$ cat src/rtl/alu32_seq_unit.sv
// Request/response 32-bit ALU with an iterative shift-add multiplier.
// One op in flight; result and flags held until the response handshake.
module alu32_seq_unit #(
    parameter int MUL_BITS = 1
) (
    input  logic        clk,
    input  logic        rst_n,
    input  logic        req_valid,
    output logic        req_ready,
    input  logic [31:0] req_a,
    input  logic [31:0] req_b,
    input  logic [3:0]  req_op,
    output logic        rsp_valid,
    input  logic        rsp_ready,
    output logic [31:0] rsp_c,
    output logic        rsp_zero,
    output logic        rsp_cout,
    output logic        busy
);
    localparam int N  = 32 / MUL_BITS;
    localparam int CW = (N > 1) ? $clog2(N) : 1;
    localparam logic [CW-1:0] LAST = CW'(N - 1);

    typedef enum logic [1:0] {
        IDLE,
        MUL,
        DONE
    } state_t;

    state_t        state;
    logic [31:0]   mcand;
    logic [31:0]   mplier;
    logic [31:0]   acc;
    logic [CW-1:0] cnt;

    logic [31:0] alu_c;
    logic        alu_cout;
    logic [32:0] sum;
    logic [32:0] diff;
    logic [31:0] part;
    logic [31:0] acc_nxt;

    assign req_ready = (state == IDLE);
    assign rsp_valid = (state == DONE);
    assign busy      = (state != IDLE);

    assign sum  = {1'b0, req_a} + {1'b0, req_b};
    assign diff = {1'b0, req_a} - {1'b0, req_b};

    always_comb begin
        alu_c    = '0;
        alu_cout = 1'b0;
        unique case (req_op)
            4'b0000: alu_c = ~req_a;
            4'b0001: {alu_cout, alu_c} = sum;
            4'b0010: {alu_cout, alu_c} = diff;
            4'b0100: alu_c = req_a & req_b;
            4'b0101: alu_c = req_a | req_b;
            4'b0110: alu_c = req_a ^ req_b;
            4'b0111: alu_c = req_a >> 1;
            4'b1000: alu_c = req_a << 1;
            default: alu_c = '0;
        endcase
    end

    // Partial products for the MUL_BITS low multiplier bits of this step
    always_comb begin
        part = '0;
        for (int i = 0; i < MUL_BITS; i++) begin
            if (mplier[i]) part = part + (mcand << i);
        end
    end

    assign acc_nxt = acc + part;

    always_ff @(posedge clk or negedge rst_n) begin
        if (!rst_n) begin
            state    <= IDLE;
            mcand    <= '0;
            mplier   <= '0;
            acc      <= '0;
            cnt      <= '0;
            rsp_c    <= '0;
            rsp_zero <= 1'b0;
            rsp_cout <= 1'b0;
        end else begin
            unique case (state)
                IDLE: begin
                    if (req_valid) begin
                        if (req_op == 4'b0011) begin
                            mcand  <= req_a;
                            mplier <= req_b;
                            acc    <= '0;
                            cnt    <= '0;
                            state  <= MUL;
                        end else begin
                            rsp_c    <= alu_c;
                            rsp_zero <= (alu_c == '0);
                            rsp_cout <= alu_cout;
                            state    <= DONE;
                        end
                    end
                end
                MUL: begin
                    acc    <= acc_nxt;
                    mcand  <= mcand << MUL_BITS;
                    mplier <= mplier >> MUL_BITS;
                    cnt    <= cnt + 1'b1;
                    if (cnt == LAST) begin
                        rsp_c    <= acc_nxt;
                        rsp_zero <= (acc_nxt == '0);
                        rsp_cout <= 1'b0;
                        state    <= DONE;
                    end
                end
                DONE: begin
                    if (rsp_ready) state <= IDLE;
                end
                default: state <= IDLE;
            endcase
        end
    end
endmodule

$ cat config.mk
export PLATFORM = sky130hd
export DESIGN_NAME = alu32_seq_unit
export DESIGN_NICKNAME = d
export VERILOG_FILES = /design/src/rtl/alu32_seq_unit.sv
export SDC_FILE = /design/constraint.sdc
export NUM_CORES = 1
export LEC_CHECK = 0
export ABC_AREA = 1
export CELL_PAD_IN_SITES_DETAIL_PLACEMENT = 1
export CELL_PAD_IN_SITES_GLOBAL_PLACEMENT = 2
export CORE_ASPECT_RATIO = 0.75
export CORE_MARGIN = 2
export CORE_UTILIZATION = 35
export DETAILED_ROUTE_END_ITERATION = 7
export GPL_TIMING_DRIVEN = 0
export PLACE_DENSITY = 0.91
export SLEW_MARGIN = 30
export SYNTH_ARGS = -nofsm -noshare
export SYNTH_HDL_FRONTEND = slang
export SYNTH_SLANG_ARGS = --single-unit
$ cat constraint.sdc
create_clock -name clk -period 7.35 [get_ports clk]
set_clock_uncertainty 0.05 [all_clocks]
set_input_delay 1.1025 -clock clk [delete_from_list [all_inputs] [get_ports clk]]
set_output_delay 1.1025 -clock clk [all_outputs]
set_load 0.005 [all_outputs]
==> impl_metrics.json, run 1 <==
{
  "result_of_the_run": "complete, no violations",
  "grt_first_pass_wirelength_microns": 108000,
  "ys_cells": 2574,
  "cts_root_buffer": "clkbuf_16",
  "design.core.area_sq_um": 43400,
  "top_layer_used": "met4",
  "ys_seq_elements": 137,
  "met3_wirelength_microns": 4740,
  "post-cts-setup-buffers": 0,
  "hold_path_depth": 2,
  "clk-insertion-delay-late_ns": 0.44,
  "most-common-layout-cells": "nand2_1 (822), inv_1 (429), nor2_1 (264)",
  "min-delay-start": "rsp_c[2]",
  "critical_path.startpoint_type": "input port",
  "synthAoiAreaFrac": 0.152,
  "r2r_end": "rsp_zero",
  "worstRegToRegCells": 20,
  "ys_warn_count": 0,
  "htreeDepth": 4,
  "power-per-cell-area_nw_per_um2": 297,
  "grt_busiest_layer": "met2",
  "syn-mean-instance-area_sq_um": 5.98,
  "log.warning_count": 99,
  "synth.comb.largest_family": "simple AND/OR/NAND/NOR gates"
}
run 1: report_power, final:
group          internal [mW]  switching [mW]  leakage [nW]  total, mW
Clock                  0.535           0.367         0.273      0.902
Sequential              1.12           0.224          1.68       1.34
Combinational           1.04            2.01          7.47       3.05
run 1: cell type report:
| class | instances | area [sq um] |
|---|---|---|
| fillers | 5913 | 25500 |
| multi-input cells | 1908 | 9830 |
| flip-flops and latches | 137 | 3430 |
| inverters | 436 | 1640 |
| repair buffers | 109 | 1110 |
| well taps | 578 | 723 |
| plain buffers | 93 | 493 |
| clock buffers | 22 | 484 |
| clock inverters | 10 | 118 |
| diodes | 2 | 5.00 |
run 1: flip-flops by register name, summed over array words and instances (netlist names):
name / count
mplier: 32
state: 2
rsp_zero: 1
rsp_c: 32
rsp_cout: 1
mcand: 32
acc: 32
cnt: 5
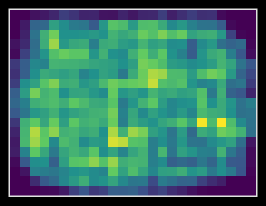
run_1/wire_density.png
(1 px per micron) The die is cut into 25 by 19 equal tiles; dark purple is low, yellow is high, scaled to the fullest tile. Values are wire area over tile area, all layers added.
The emptiest ninth of the die: south-east. The densest ninth of the die: center. The fullest tile reaches 0.54. 54% of the tiles are over half the peak. 5.9% of the tiles are nearly empty. The mean over all tiles is 0.25.
total wire length: 71600 microns
average wire length per cell after detail routing: 21.7 microns

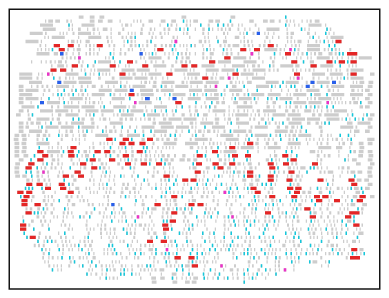
run_1/gate_families.png
(1.5 px per micron)
Key: inverters = cyan [cells 436, most used inv_1, where widely spread]; AND and OR gates = magenta [cells 17, where widely spread]; AND-OR and OR-AND gates = blue [cells 12, most used o22a_1]; adder and majority cells = red [cells 141, most used ha_1]

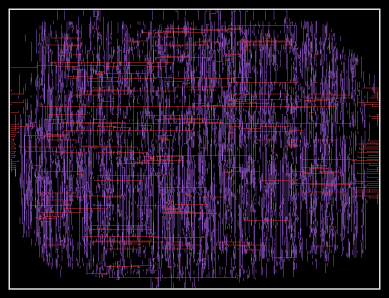
run_1/metal_stack.png
(1.5 px per micron) Only two layers are drawn.
Key: met3 = red [wire length 4740 microns]; met2 = purple [wire length 30.5 mm]
GR Util All Layers: 0.315
detailed-route via count: 17.8k

## Run 2: what changed since run 1
Settings changed: CORE_UTILIZATION 35 to 29, PLACE_DENSITY 0.91 to 0.8.
Clock period 7.35 ns to 3.9 ns, I/O delays scaled along.
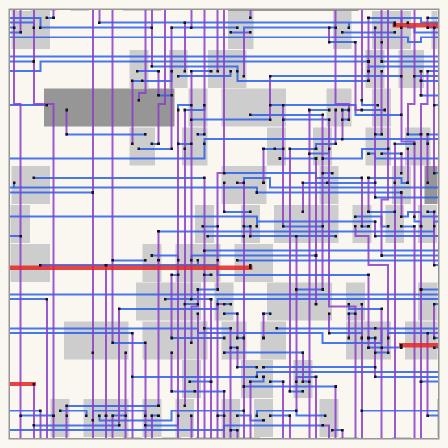
run_2/zoom.png
Region (120, 87) to (150, 117) microns. Cells in gray, sequential cells in the stronger gray; small squares are vias.
Key: met2 = purple; met3 = red; met1 = blue
Sequential cells in the window: 1. Most frequent: nand2_1 (12). 55 logic cells have their middle in the window. Netlist names of flops here include `mplier` (1).

==> run 2 against run 1 <==
Via count is 1.6% lower. Die area is 20% higher. Non-clock buffer count is 1 lower. Clock-buffer cell count is 1 lower. Power is 92% higher. Largest cell class unchanged. Largest power group unchanged. Flip-flop count stayed put. Synthesized cell count stayed put. Cell area is 1.6% higher. Sequential share of layout area is 0.30 points lower. Routed wire length is 3.4% higher. Final cell count is 4.0% higher. Register-to-register slack worse by 2.8 ns.
==> impl_metrics.json, run 2 <==
{
  "result_of_the_run": "complete, no violations",
  "crit_path_cells": "clkdlybuf4s50_1 > ha_1 > inv_1 > fa_1 > inv_1 > nand2_1 > nand2_1 > nand3_1 > nand2_2 > nand2_1 > nand2_1 > nand2_1 > nand2_1 > nand2_1 > nand3_1 > nand3_2 > nor2_1 > nand2_1 > nor2_1 > nand3_1 > nand2_1 > nand2_1 > nand2_1",
  "power-per-cell-area_nw_per_um2": 561,
  "ys_warn_count": 0,
  "ws_path_type": "input port to register",
  "cpMaxStageDelayCell": "clkdlybuf4s50_1",
  "grt_first_pass_wirelength_microns": 111000,
  "most-common-layout-cells": "nand2_1 (821), inv_1 (429), nor2_1 (260)",
  "synth.comb.largest_family": "simple AND/OR/NAND/NOR gates",
  "cts_root_buffer": "clkbuf_16",
  "worstSetupStartpoint": "req_a[0]",
  "critPathMaxFanout": 3,
  "post_synth_mux_area_share": 0,
  "log.warning_count": 99,
  "design.core.area_sq_um": 52700,
  "drive_above_1_share": 0.0464,
  "critical_path.startpoint_type": "input port",
  "max_cap_violations": 0,
  "htreeDepth": 4,
  "globalRouteTotalUtil": 0.268,
  "clk-insertion-delay-late_ns": 0.44,
  "synthAoiAreaFrac": 0.152,
  "synth.cells.most_frequent": "nand2_1 (822), inv_1 (429), nor2_1 (264)",
  "num_vias": 17510,
  "post_layout_minimum_cycle_time_ns": 3.67,
  "clk_pin_slew_worst_paths_ns": 0.07,
  "route.antenna.remaining_nets": 0,
  "wl_per_cell_microns": 21.6,
  "place_congestion": 0.931,
  "post-cts-setup-buffers": 0,
  "r2r_end": "rsp_zero",
  "ys_seq_elements": 137,
  "ys_cells": 2574,
  "critical_path_depth": 23,
  "placement.cell_area_sq_um": 17400,
  "worstRegToRegCells": 21,
  "synth-edff-count": 0
}
## run 2: layer usage
layer	GRT usage	wire length (microns)	vias up
li1	-	-	8446
met1	0.403	38200	8593
met2	0.418	31600	434
met3	0.0386	3660	37
met4	0.0260	601	0
met5	0	0	-
## run 2: cell type report
type,count,area [sq um]
Fill cell,7020,34600
Antenna cell,1,2.50
Timing Repair Buffer,109,1150
Clock inverter,11,218
Buffer,92,494
Tap cell,712,891
Multi-Input combinational cell,1908,9850
Sequential cell,137,3430
Clock buffer,21,450
Inverter,436,1640
## run 2: report_power, final
group	switching, mW	total (mW)	internal, mW
registers	0.430	2.54	2.11
clock network	0.687	1.91	1.22
logic	3.74	5.71	1.97
total	4.86	10.2	5.30
## run 2: timing repair
action	4_1_cts	5_1_grt
endpoints found under the setup margin	2	7
pin swaps	0	0
resized	2	27
## Run 3: what changed since run 2
Settings changed: SLEW_MARGIN 30 to not set.
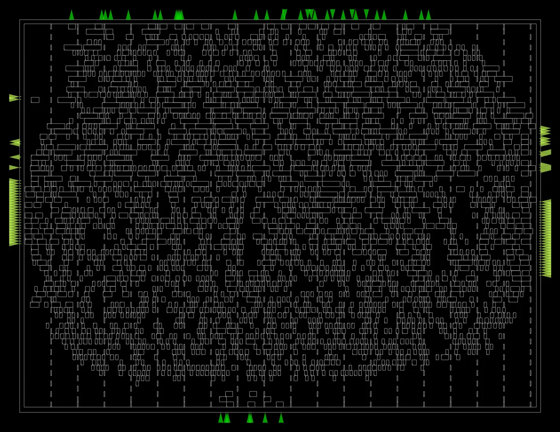
run_3/final_placement.png
flop share of the area: 0.190
core outline area: 52700 sq um
tap cell count: 712

==> run 3 against run 2 <==
Non-clock buffer count did not move. Critical path depth fell by 4. Power fell by 3.0%. Routed wire length fell by 0.32%. Clock-buffer cell count rose by 1. Maximum frequency fell by 1.1%. Flip-flop count did not move. Combinational power barely moved. Synthesized area did not move. Final cell count did not move. First-iteration DRC count rose by 4.7%. Utilization fell by 0.20 points.
==> impl_metrics.json, run 3 <==
{
  "result_of_the_run": "complete, no violations",
  "globalRouteTotalUtil": 0.265,
  "met3_wirelength_microns": 3810,
  "r2r_end": "rsp_zero",
  "ys_seq_elements": 137,
  "most-common-layout-cells": "nand2_1 (821), inv_1 (429), nor2_1 (259)",
  "detail_route.wirelength.met1_microns": 37800,
  "mappedNetlistArea_sq_um": 15400,
  "crit_path_cells": "clkdlybuf4s50_1 > inv_1 > ha_1 > buf_2 > nor2_1 > nand2_1 > nor3_1 > nand3_1 > nand2_1 > nand2_1 > nand3_1 > nand3_1 > nor2_1 > nand2_1 > nor2_1 > nand3_1 > nand2_1 > nand2_1 > nand2_1",
  "layout.non_clock_inverters": 436,
  "htreeDepth": 4,
  "grt_busiest_layer": "met2",
  "layout.clock_buffers": 22,
  "wl_per_cell_microns": 21.5,
  "clk-insertion-delay-late_ns": 0.44,
  "grt_util_met3": 0.0293,
  "worstRegToRegCells": 19,
  "multiInputCombCellCount": 1908,
  "grt_use_met2": 0.408,
  "met2_wirelength_microns": 31200,
  "synthAoiAreaFrac": 0.152,
  "dominant_cells": "logic gates",
  "synth.cells.most_frequent": "nand2_1 (822), inv_1 (429), nor2_1 (264)",
  "ws_path_type": "input port to register",
  "ys_warn_count": 0,
  "comb_area_share": 0.547,
  "critical_path.startpoint_type": "input port",
  "cts.repair.resized": 2,
  "cts_root_buffer": "clkbuf_16",
  "cpMaxStageDelayCell": "clkdlybuf4s50_1",
  "num_vias": 17608,
  "post-cts-setup-buffers": 0,
  "multiInputGateArea_sq_um": 9850,
  "top_layer_used": "met4",
  "asyncSetResetFlopFracSynth": 1.00,
  "clk_pin_slew_worst_paths_ns": 0.06,
  "layout.non_clock_buffers": 201,
  "route.antenna.remaining_nets": 0,
  "synth.comb.largest_family": "simple AND/OR/NAND/NOR gates",
  "buf_share": 0.0909,
  "place_congestion": 0.931,
  "critPathMaxFanout": 8,
  "numSequentialCells": 137,
  "final-seq-area_sq_um": 3430,
  "power-per-cell-area_nw_per_um2": 547,
  "log.warning_count": 99,
  "filler_cell_count": 6969,
  "groute.layer.met1.usage": 0.400,
  "post_layout_minimum_cycle_time_ns": 3.72
}
## run 3: cell counts after synthesis
No cell type changed its count.
## run 3: power breakdown
group / switching (mW) / internal, mW / leakage (nW) / total, mW
Sequential: 0.428 / 2.11 / 1.68 / 2.54
Clock: 0.660 / 0.964 / 0.268 / 1.62
Combinational: 3.72 / 1.97 / 7.61 / 5.69
Total: 4.81 / 5.04 / 9.55 / 9.86
## run 3: worst max path at each step
stage	endpoint	slack (ns)	start	cells past startpoint
2_1_floorplan	rsp_zero	1.14	mplier[0]	21
3_3_place_gp	state[1]	-3.69	rst_n	1
3_5_place_dp	rsp_zero	-0.45	req_b[0]	23
4_1_cts	rsp_zero	0.02	mplier[0]	21
5_1_grt	rsp_zero	0.01	req_a[24]	19
6_report	rsp_zero	0.18	req_a[24]	19
No activity file was given, so power comes from the tool's default toggle rates.
